`config.mk`:
```
export PLATFORM = sky130hd
export DESIGN_NAME = div_arbiter
export DESIGN_NICKNAME = d
export VERILOG_FILES = /design/src/rtl/div_arb_pkg.sv /design/src/rtl/rr_arbiter.sv /design/src/rtl/div_arbiter.sv
export SDC_FILE = /design/constraint.sdc
export NUM_CORES = 1
export LEC_CHECK = 0
export ABC_AREA = 1
export CORE_MARGIN = 2
export CORE_UTILIZATION = 49
export DETAILED_ROUTE_END_ITERATION = 6
export PLACE_DENSITY = 0.86
export SLEW_MARGIN = 30
export SYNTH_ARGS = -nofsm -noshare
export SYNTH_HDL_FRONTEND = slang
export SYNTH_HIERARCHICAL = 1
export SYNTH_SLANG_ARGS = --single-unit
```
`constraint.sdc`:
```
create_clock -name clk -period 10.95 [get_ports clk]
set_input_delay 2.19 -clock clk [delete_from_list [all_inputs] [get_ports clk]]
set_output_delay 2.19 -clock clk [all_outputs]
set_load 0.005 [all_outputs]
```
`src/rtl/div_arb_pkg.sv`:
```
`default_nettype none
// ============================================================================
//  Module      : div_arb_pkg
//  Description : Shared types and constants for the divider arbiter.
//                Holds the controller state encoding, the default watchdog
//                limit and the fixed divide-by-zero result pattern.
//  Revision    : 1.0 - initial release
// ============================================================================
package div_arb_pkg;

    // Operand width of the shared divider
    localparam int DIV_ARB_W = 32;

    // Default watchdog limit, in cycles, for one divider operation
    localparam int DIV_ARB_TIMEOUT_DEF = 40;

    // Quotient returned for a zero divisor (all ones, i.e. -1 when signed)
    localparam logic [DIV_ARB_W-1:0] DZ_QUOT = '1;

    // Controller states
    typedef enum logic [2:0] {
        ST_DRAIN = 3'd0,
        ST_IDLE  = 3'd1,
        ST_ISSUE = 3'd2,
        ST_ARM   = 3'd3,
        ST_BUSY  = 3'd4,
        ST_RESP  = 3'd5
    } state_t;

    // Two's-complement negation when en is set
    function automatic logic [DIV_ARB_W-1:0] neg_if(input logic [DIV_ARB_W-1:0] x,
                                                    input logic                 en);
        return en ? (~x + DIV_ARB_W'(1)) : x;
    endfunction

endpackage
`default_nettype wire

```
`src/rtl/rr_arbiter.sv`:
```
`default_nettype none
// ============================================================================
//  Module      : rr_arbiter
//  Description : NREQ-wide round-robin arbiter. Grants the first requesting
//                index at or after the priority pointer. The pointer moves to
//                last+1 (mod NREQ) when advance is pulsed.
//  Ports       : clk, rst       - clock, async active-high reset
//                req            - request vector
//                advance, last  - pointer update strobe and last-served index
//                grant          - one-hot grant (combinational)
//                grant_idx      - index of the granted requester
//  Revision    : 1.0 - initial release
// ============================================================================
module rr_arbiter #(
    parameter int NREQ = 2,
    parameter int PW   = (NREQ > 1) ? $clog2(NREQ) : 1
) (
    input  logic            clk,
    input  logic            rst,
    input  logic [NREQ-1:0] req,
    input  logic            advance,
    input  logic [PW-1:0]   last,
    output logic [NREQ-1:0] grant,
    output logic [PW-1:0]   grant_idx
);

    logic [PW-1:0] r_ptr;
    logic [PW-1:0] w_idx;
    logic          w_found;

    // Scan from the pointer, wrapping around, and take the first request seen
    always_comb begin
        grant     = '0;
        grant_idx = '0;
        w_found   = 1'b0;
        w_idx     = '0;
        for (int k = 0; k < NREQ; k++) begin
            w_idx = PW'((int'(r_ptr) + k) % NREQ);
            if (!w_found && req[w_idx]) begin
                w_found      = 1'b1;
                grant[w_idx] = 1'b1;
                grant_idx    = w_idx;
            end
        end
    end

    always_ff @(posedge clk or posedge rst) begin
        if (rst) begin
            r_ptr <= '0;
        end else if (advance) begin
            r_ptr <= (last == PW'(NREQ - 1)) ? '0 : last + PW'(1);
        end
    end

endmodule
`default_nettype wire

```
`src/rtl/div_arbiter.sv`:
```
`default_nettype none
// ============================================================================
//  Module      : div_arbiter
//  Description : Shares one iterative divider among NREQ requesters. Picks a
//                request round-robin, handles a zero divisor locally, runs
//                the divider start/finish handshake and returns the result on
//                the winner's response channel. A watchdog bounds every
//                divider operation; a drain state after reset flushes any
//                operation the divider still has in flight.
//  Config      : DIV_ARB_SIGNED_EN - adds req_signed and signed fix-up
//  Ports       : clk, rst                    - clock, async active-high reset
//                req_valid/ready             - per-requester request handshake
//                req_dividend/divisor        - packed operands, [i*W +: W]
//                req_signed                  - signed op (DIV_ARB_SIGNED_EN)
//                resp_valid/ready            - per-requester response handshake
//                resp_quot/rem/dz/err        - shared response payload
//                div_start/dividend/divisor  - to divider
//                div_finish/divide_zero/res/rem - from divider
//  Revision    : 1.0 - initial release
// ============================================================================
module div_arbiter
    import div_arb_pkg::*;
#(
    parameter int NREQ    = 2,
    parameter int W       = DIV_ARB_W,
    parameter int TIMEOUT = DIV_ARB_TIMEOUT_DEF
) (
    input  logic              clk,
    input  logic              rst,
    input  logic [NREQ-1:0]   req_valid,
    output logic [NREQ-1:0]   req_ready,
    input  logic [NREQ*W-1:0] req_dividend,
    input  logic [NREQ*W-1:0] req_divisor,
`ifdef DIV_ARB_SIGNED_EN
    input  logic [NREQ-1:0]   req_signed,
`endif
    output logic [NREQ-1:0]   resp_valid,
    input  logic [NREQ-1:0]   resp_ready,
    output logic [W-1:0]      resp_quot,
    output logic [W-1:0]      resp_rem,
    output logic              resp_dz,
    output logic              resp_err,
    output logic              div_start,
    output logic [W-1:0]      div_dividend,
    output logic [W-1:0]      div_divisor,
    input  logic              div_finish,
    input  logic              div_divide_zero,
    input  logic [W-1:0]      div_res,
    input  logic [W-1:0]      div_rem
);

    localparam int PW  = (NREQ > 1) ? $clog2(NREQ) : 1;
    localparam int WDW = $clog2(TIMEOUT + 1);

    state_t          r_state;
    logic [PW-1:0]   r_tag;
    logic [WDW-1:0]  r_wd;
    logic            r_div_start;
    logic [W-1:0]    r_div_dividend;
    logic [W-1:0]    r_div_divisor;
    logic [NREQ-1:0] r_resp_valid;
    logic [W-1:0]    r_resp_quot;
    logic [W-1:0]    r_resp_rem;
    logic            r_resp_dz;
    logic            r_resp_err;
    logic            r_neg_q;
    logic            r_neg_r;

    logic [NREQ-1:0] w_grant;
    logic [PW-1:0]   w_grant_idx;
    logic            w_accept;
    logic            w_resp_hs;
    logic            w_wd_expired;
    logic [NREQ-1:0] w_tag_onehot;
    logic [W-1:0]    w_sel_dividend;
    logic [W-1:0]    w_sel_divisor;
    logic [W-1:0]    w_a_mag;
    logic [W-1:0]    w_b_mag;
    logic            w_neg_q;
    logic            w_neg_r;

    // ------------------------------------------------------------------------
    // Arbitration
    // ------------------------------------------------------------------------
    rr_arbiter #(
        .NREQ (NREQ),
        .PW   (PW)
    ) u_rr_arbiter (
        .clk       (clk),
        .rst       (rst),
        .req       (req_valid),
        .advance   (w_resp_hs),
        .last      (r_tag),
        .grant     (w_grant),
        .grant_idx (w_grant_idx)
    );

    // Only IDLE accepts; grant is one-hot so at most one ready bit is high
    assign req_ready    = (r_state == ST_IDLE) ? w_grant : '0;
    assign w_accept     = (r_state == ST_IDLE) && (|w_grant);
    assign w_resp_hs    = (r_state == ST_RESP) && resp_ready[r_tag];
    assign w_wd_expired = (r_wd == WDW'(TIMEOUT - 1));
    assign w_tag_onehot = {{(NREQ-1){1'b0}}, 1'b1} << r_tag;

    assign w_sel_dividend = req_dividend[w_grant_idx*W +: W];
    assign w_sel_divisor  = req_divisor[w_grant_idx*W +: W];

    // ------------------------------------------------------------------------
    // Operand preparation: the divider only ever sees magnitudes
    // ------------------------------------------------------------------------
`ifdef DIV_ARB_SIGNED_EN
    logic w_sgn;
    logic w_a_neg;
    logic w_b_neg;

    assign w_sgn   = req_signed[w_grant_idx];
    assign w_a_neg = w_sgn & w_sel_dividend[W-1];
    assign w_b_neg = w_sgn & w_sel_divisor[W-1];
    assign w_a_mag = neg_if(w_sel_dividend, w_a_neg);
    assign w_b_mag = neg_if(w_sel_divisor, w_b_neg);
    // Quotient sign follows the XOR of operand signs; remainder follows the
    // dividend. MIN/-1 falls out naturally: |MIN|/1 = MIN, negated = MIN.
    assign w_neg_q = w_a_neg ^ w_b_neg;
    assign w_neg_r = w_a_neg;
`else
    assign w_a_mag = w_sel_dividend;
    assign w_b_mag = w_sel_divisor;
    assign w_neg_q = 1'b0;
    assign w_neg_r = 1'b0;
`endif

    // ------------------------------------------------------------------------
    // Controller
    // ------------------------------------------------------------------------
    always_ff @(posedge clk or posedge rst) begin
        if (rst) begin
            r_state        <= ST_DRAIN;
            r_tag          <= '0;
            r_wd           <= '0;
            r_div_start    <= 1'b0;
            r_div_dividend <= '0;
            r_div_divisor  <= '0;
            r_resp_valid   <= '0;
            r_resp_quot    <= '0;
            r_resp_rem     <= '0;
            r_resp_dz      <= 1'b0;
            r_resp_err     <= 1'b0;
            r_neg_q        <= 1'b0;
            r_neg_r        <= 1'b0;
        end else begin
            r_div_start <= 1'b0;
            case (r_state)
                // Divider may still be busy with an op from before reset;
                // wait for it to finish (or give up) and throw the result away
                ST_DRAIN: begin
                    if (div_finish || w_wd_expired) begin
                        r_wd    <= '0;
                        r_state <= ST_IDLE;
                    end else begin
                        r_wd <= r_wd + WDW'(1);
                    end
                end

                ST_IDLE: begin
                    if (w_accept) begin
                        r_tag <= w_grant_idx;
                        if (w_sel_divisor == '0) begin
                            r_resp_valid <= w_grant;
                            r_resp_quot  <= W'(DZ_QUOT);
                            r_resp_rem   <= w_sel_dividend;
                            r_resp_dz    <= 1'b1;
                            r_resp_err   <= 1'b0;
                            r_state      <= ST_RESP;
                        end else begin
                            r_div_dividend <= w_a_mag;
                            r_div_divisor  <= w_b_mag;
                            r_neg_q        <= w_neg_q;
                            r_neg_r        <= w_neg_r;
                            r_div_start    <= 1'b1;
                            r_state        <= ST_ISSUE;
                        end
                    end
                end

                ST_ISSUE: begin
                    r_wd    <= '0;
                    r_state <= ST_ARM;
                end

                // finish may still be high from the previous op; only trust
                // it after it has been seen low
                ST_ARM: begin
                    if (w_wd_expired) begin
                        r_resp_valid <= w_tag_onehot;
                        r_resp_quot  <= '0;
                        r_resp_rem   <= '0;
                        r_resp_dz    <= 1'b0;
                        r_resp_err   <= 1'b1;
                        r_state      <= ST_RESP;
                    end else begin
                        r_wd <= r_wd + WDW'(1);
                        if (!div_finish) begin
                            r_state <= ST_BUSY;
                        end
                    end
                end

                ST_BUSY: begin
                    if (div_finish) begin
                        r_resp_valid <= w_tag_onehot;
                        r_resp_quot  <= neg_if(div_res, r_neg_q);
                        r_resp_rem   <= neg_if(div_rem, r_neg_r);
                        r_resp_dz    <= div_divide_zero;
                        r_resp_err   <= 1'b0;
                        r_state      <= ST_RESP;
                    end else if (w_wd_expired) begin
                        r_resp_valid <= w_tag_onehot;
                        r_resp_quot  <= '0;
                        r_resp_rem   <= '0;
                        r_resp_dz    <= 1'b0;
                        r_resp_err   <= 1'b1;
                        r_state      <= ST_RESP;
                    end else begin
                        r_wd <= r_wd + WDW'(1);
                    end
                end

                ST_RESP: begin
                    if (w_resp_hs) begin
                        r_resp_valid <= '0;
                        r_state      <= ST_IDLE;
                    end
                end

                default: begin
                    r_state <= ST_DRAIN;
                end
            endcase
        end
    end

    assign div_start    = r_div_start;
    assign div_dividend = r_div_dividend;
    assign div_divisor  = r_div_divisor;
    assign resp_valid   = r_resp_valid;
    assign resp_quot    = r_resp_quot;
    assign resp_rem     = r_resp_rem;
    assign resp_dz      = r_resp_dz;
    assign resp_err     = r_resp_err;

endmodule
`default_nettype wire

```
**Clock wiring as the flow saved it**

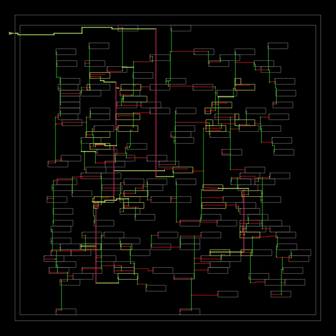
number of sequential cells: 144
Late-Pin Clk Latency: 0.42 ns

**Sequential cells colored by netlist name**

The bar under the picture is 50 um long. Other sequential cells in the stronger gray, the rest of the logic in the fainter gray.
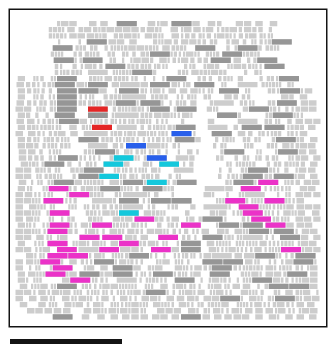
| color | signal | sequential cells |
|---|---|---|
| red | resp_valid | 2 |
| cyan | r_wd | 6 |
| blue | r_state | 3 |
| magenta | div_dividend | 32 |

**Clock distribution**

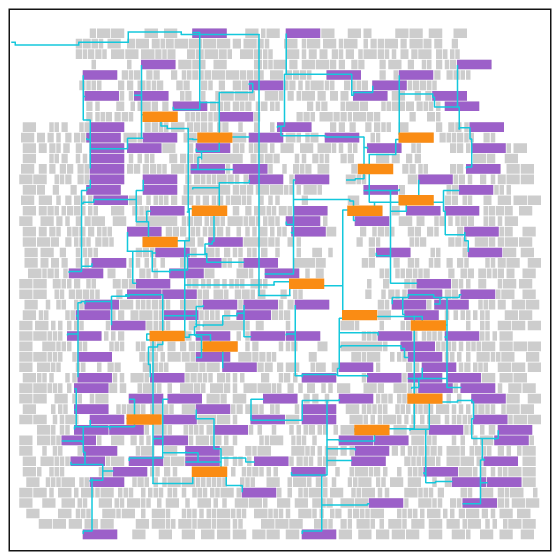
[purple] flip-flops | count: 144
[cyan] clock wires | length: 1900 um
[orange] clock-net drivers | count: 17
flops lie: widely spread
routed clock nets: 18
clock group power: 640 uW
Clock power frac: 0.187
final clock skew: 0.00966 ns

==> out/results.ini <==
[cts]
clock_sinks=144
ctsResizeCount=0
ctsRootBufferMaster=clkbuf_16
clkTransAtPathRegs_ns=0.06
hold_buffers=0
cts_buffers=17
clock_path_buffers=2

[synth]
floorplan.nets=1624
synthDistinctLibCells=27
ys.flop_type=dfrtp_1
netlist_instances=1423
yosysMostFrequentCell=nand2_1
async_flop_share=1.00
synth_top_cell_by_area=dfrtp_1
netlist_top_cells_area=dfrtp_1, nand2_1, nand3_1

[critical_path]
worstSetupEndpointType=flop
startpoint=req_valid[0]
reg2reg_to=resp_err
worstPathCellList=clkdlybuf4s50_1 > inv_1 > nand2_1 > nand2_2 > buf_4 > inv_2 > nand2_1 > nand2_1 > nand2_1 > nor2_1 > nand2_1 > nor2_1 > nand2_1 > nand2_2 > buf_4 > nand2_2 > buf_4 > nand2_1 > nand2_1
worstPathArrival_ns=6.76
r2r-start=u_rr_arbiter/r_ptr
cpMaxStageDelayCell=inv_2
cp.required_ns=11.26
ff2ff_path_depth=17
crit_family=buffers and inverters
critical-path-max-stage-delay_ns=0.78

[placed_design]
place_congestion=0.919
dp_hpwl_um=21500
post-place-ws_ns=4.10

[finish]
fin_cells=1932
syn_to_final_growth_pct=42.8
fin_area_mm2=0.0131
nFillCells=1469
fin_nets=1891

[final_timing]
holdWs_ns=0.481
worstMarginPinSlew_ns=0.933
fin_ws_ns=4.50
setup_tns_ns=0
hold_viol=0
period_used_share=0.589
fin_crit_ns=6.45

[detailed_routing]
dr.pass1.iters=6
wl_met2_um=15400
met1_length_um=12400
drtIter0Drc=959
wl_per_cell_um=16.3
routed_wl_um=31500

[status]
status=completed

[die]
die_area_mm2=0.0198
floorplanUtilization=0.504
die_h_um=141
core-area_mm2=0.0181
die_w_um=141

[pwr]
finalPower_mw=3.43

[grt]
antenna_found_initial=1
grt_pass1_vias=9660
grt_max_degree=97

**Sizing map**

The bar under the picture is 50 um long.
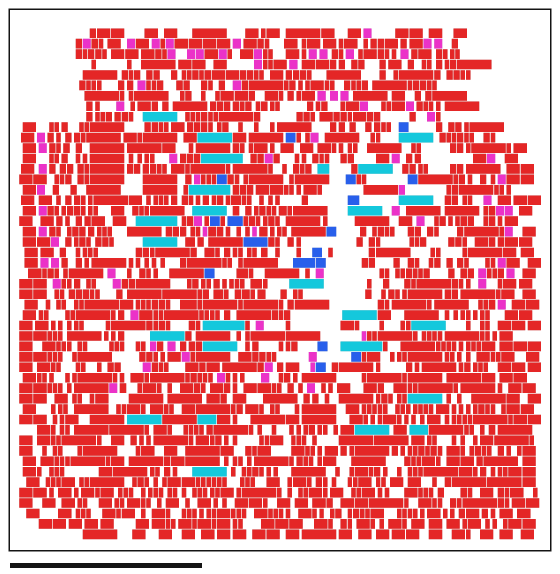
| color | size | cells | most used |
|---|---|---|---|
| red | x1 and smaller | 1583 | nand2_1 |
| blue | x3 and x4 | 17 | buf_4 |
| magenta | x2 | 77 | or2_2 |
| cyan | x6 and larger | 25 | clkbuf_16 |

**Placed cells, one color a class**

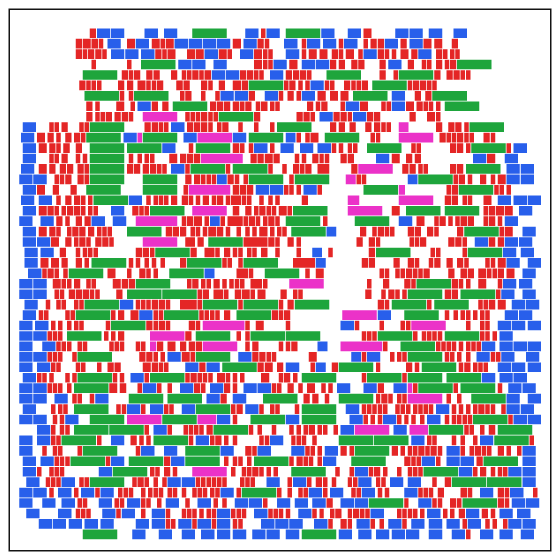
| color | class | cells |
|---|---|---|
| red | remaining logic cells | 1182 |
| magenta | clock drivers and dummy loads | 31 |
| blue | remaining buffers and delay cells | 345 |
| green | registers | 144 |
Seq area share: 0.276
Std-Cell Rows: 49
final cell utilization of the core: 0.720

[worst reg2reg max path, cell delays in order (launching register included)]
cell and delay (ns):
dfrtp_1 0.41, nand2_1 0.11, nand2_2 0.08, buf_4 0.33, inv_2 0.79, nand2_1 0.19
nand2_1 0.13, nand2_1 0.05, nor2_1 0.14, nand2_1 0.10, nor2_1 0.16, nand2_1 0.13
nand2_2 0.07, buf_4 0.59, nand2_2 0.57, buf_4 0.44, nand2_1 0.15, nand2_1 0.06
[cells by family after synthesis]
logic type / count (synthesis) / share of synthesized area
compound gates: 64 / 0.0369
fa+ha+maj: 1 / 0.00137
simple gates: 1028 / 0.478
flops: 144 / 0.394
xor+xnor: 2 / 0.00191
buf+inv: 184 / 0.0882
[worst max path at each step]
stage,slack (ns),cells past startpoint,to
CTS,4.52,19,resp_err
detailed placement,4.10,19,resp_rem[0]
floorplan,4.92,1,div_dividend[0]
global route,4.12,19,resp_rem[15]
finish,4.50,19,resp_err
global placement,4.23,19,resp_rem[13]
[area by class of cell]
cell class	instances	area [um^2]	area share
Multi-Input combinational cell	1095	4780	0.365
Clock inverter	10	184	0.0141
Clock buffer	21	460	0.0352
Tap cell	229	287	0.0219
Timing Repair Buffer	345	3430	0.262
Sequential cell	144	3600	0.276
Antenna cell	1	2.50	0.000191
Inverter	87	333	0.0255
[cells in the final DEF, fill, tap and decap left out, types with 6 or more instances in the layout]
cell / count
nand3_1: 271
a21oi_1: 6
clkdlybuf4s50_1: 334
o21ai_1: 10
dfrtp_1: 144
nand2_1: 660
buf_4: 11
clkbuf_16: 17
o21ai_0: 40
nor2_1: 21
inv_1: 80
or2_2: 65
[layer usage]
| layer | global-route usage | vias up |
|---|---|---|
| met4 | 0.145 | 0 |
| met1 | 0.402 | 4810 |
| li1 | - | 5010 |
| met5 | 0 | - |
| met2 | 0.530 | 465 |
| met3 | 0.0645 | 96 |
[registers in the layout, indices dropped and copies added (netlist names), 2 cells and up]
name	flops
div_dividend	32
div_divisor	32
r_state	3
r_wd	6
resp_quot	32
resp_rem	32
resp_valid	2
[power by group]
group          total, mW  switching, mW  internal, mW
Clock              0.640          0.225         0.415
Combinational       1.76          0.950         0.814
Sequential          1.03          0.231         0.797
Total               3.43           1.41          2.03
Power figures rest on the tool's default switching activity, not on a simulated workload.
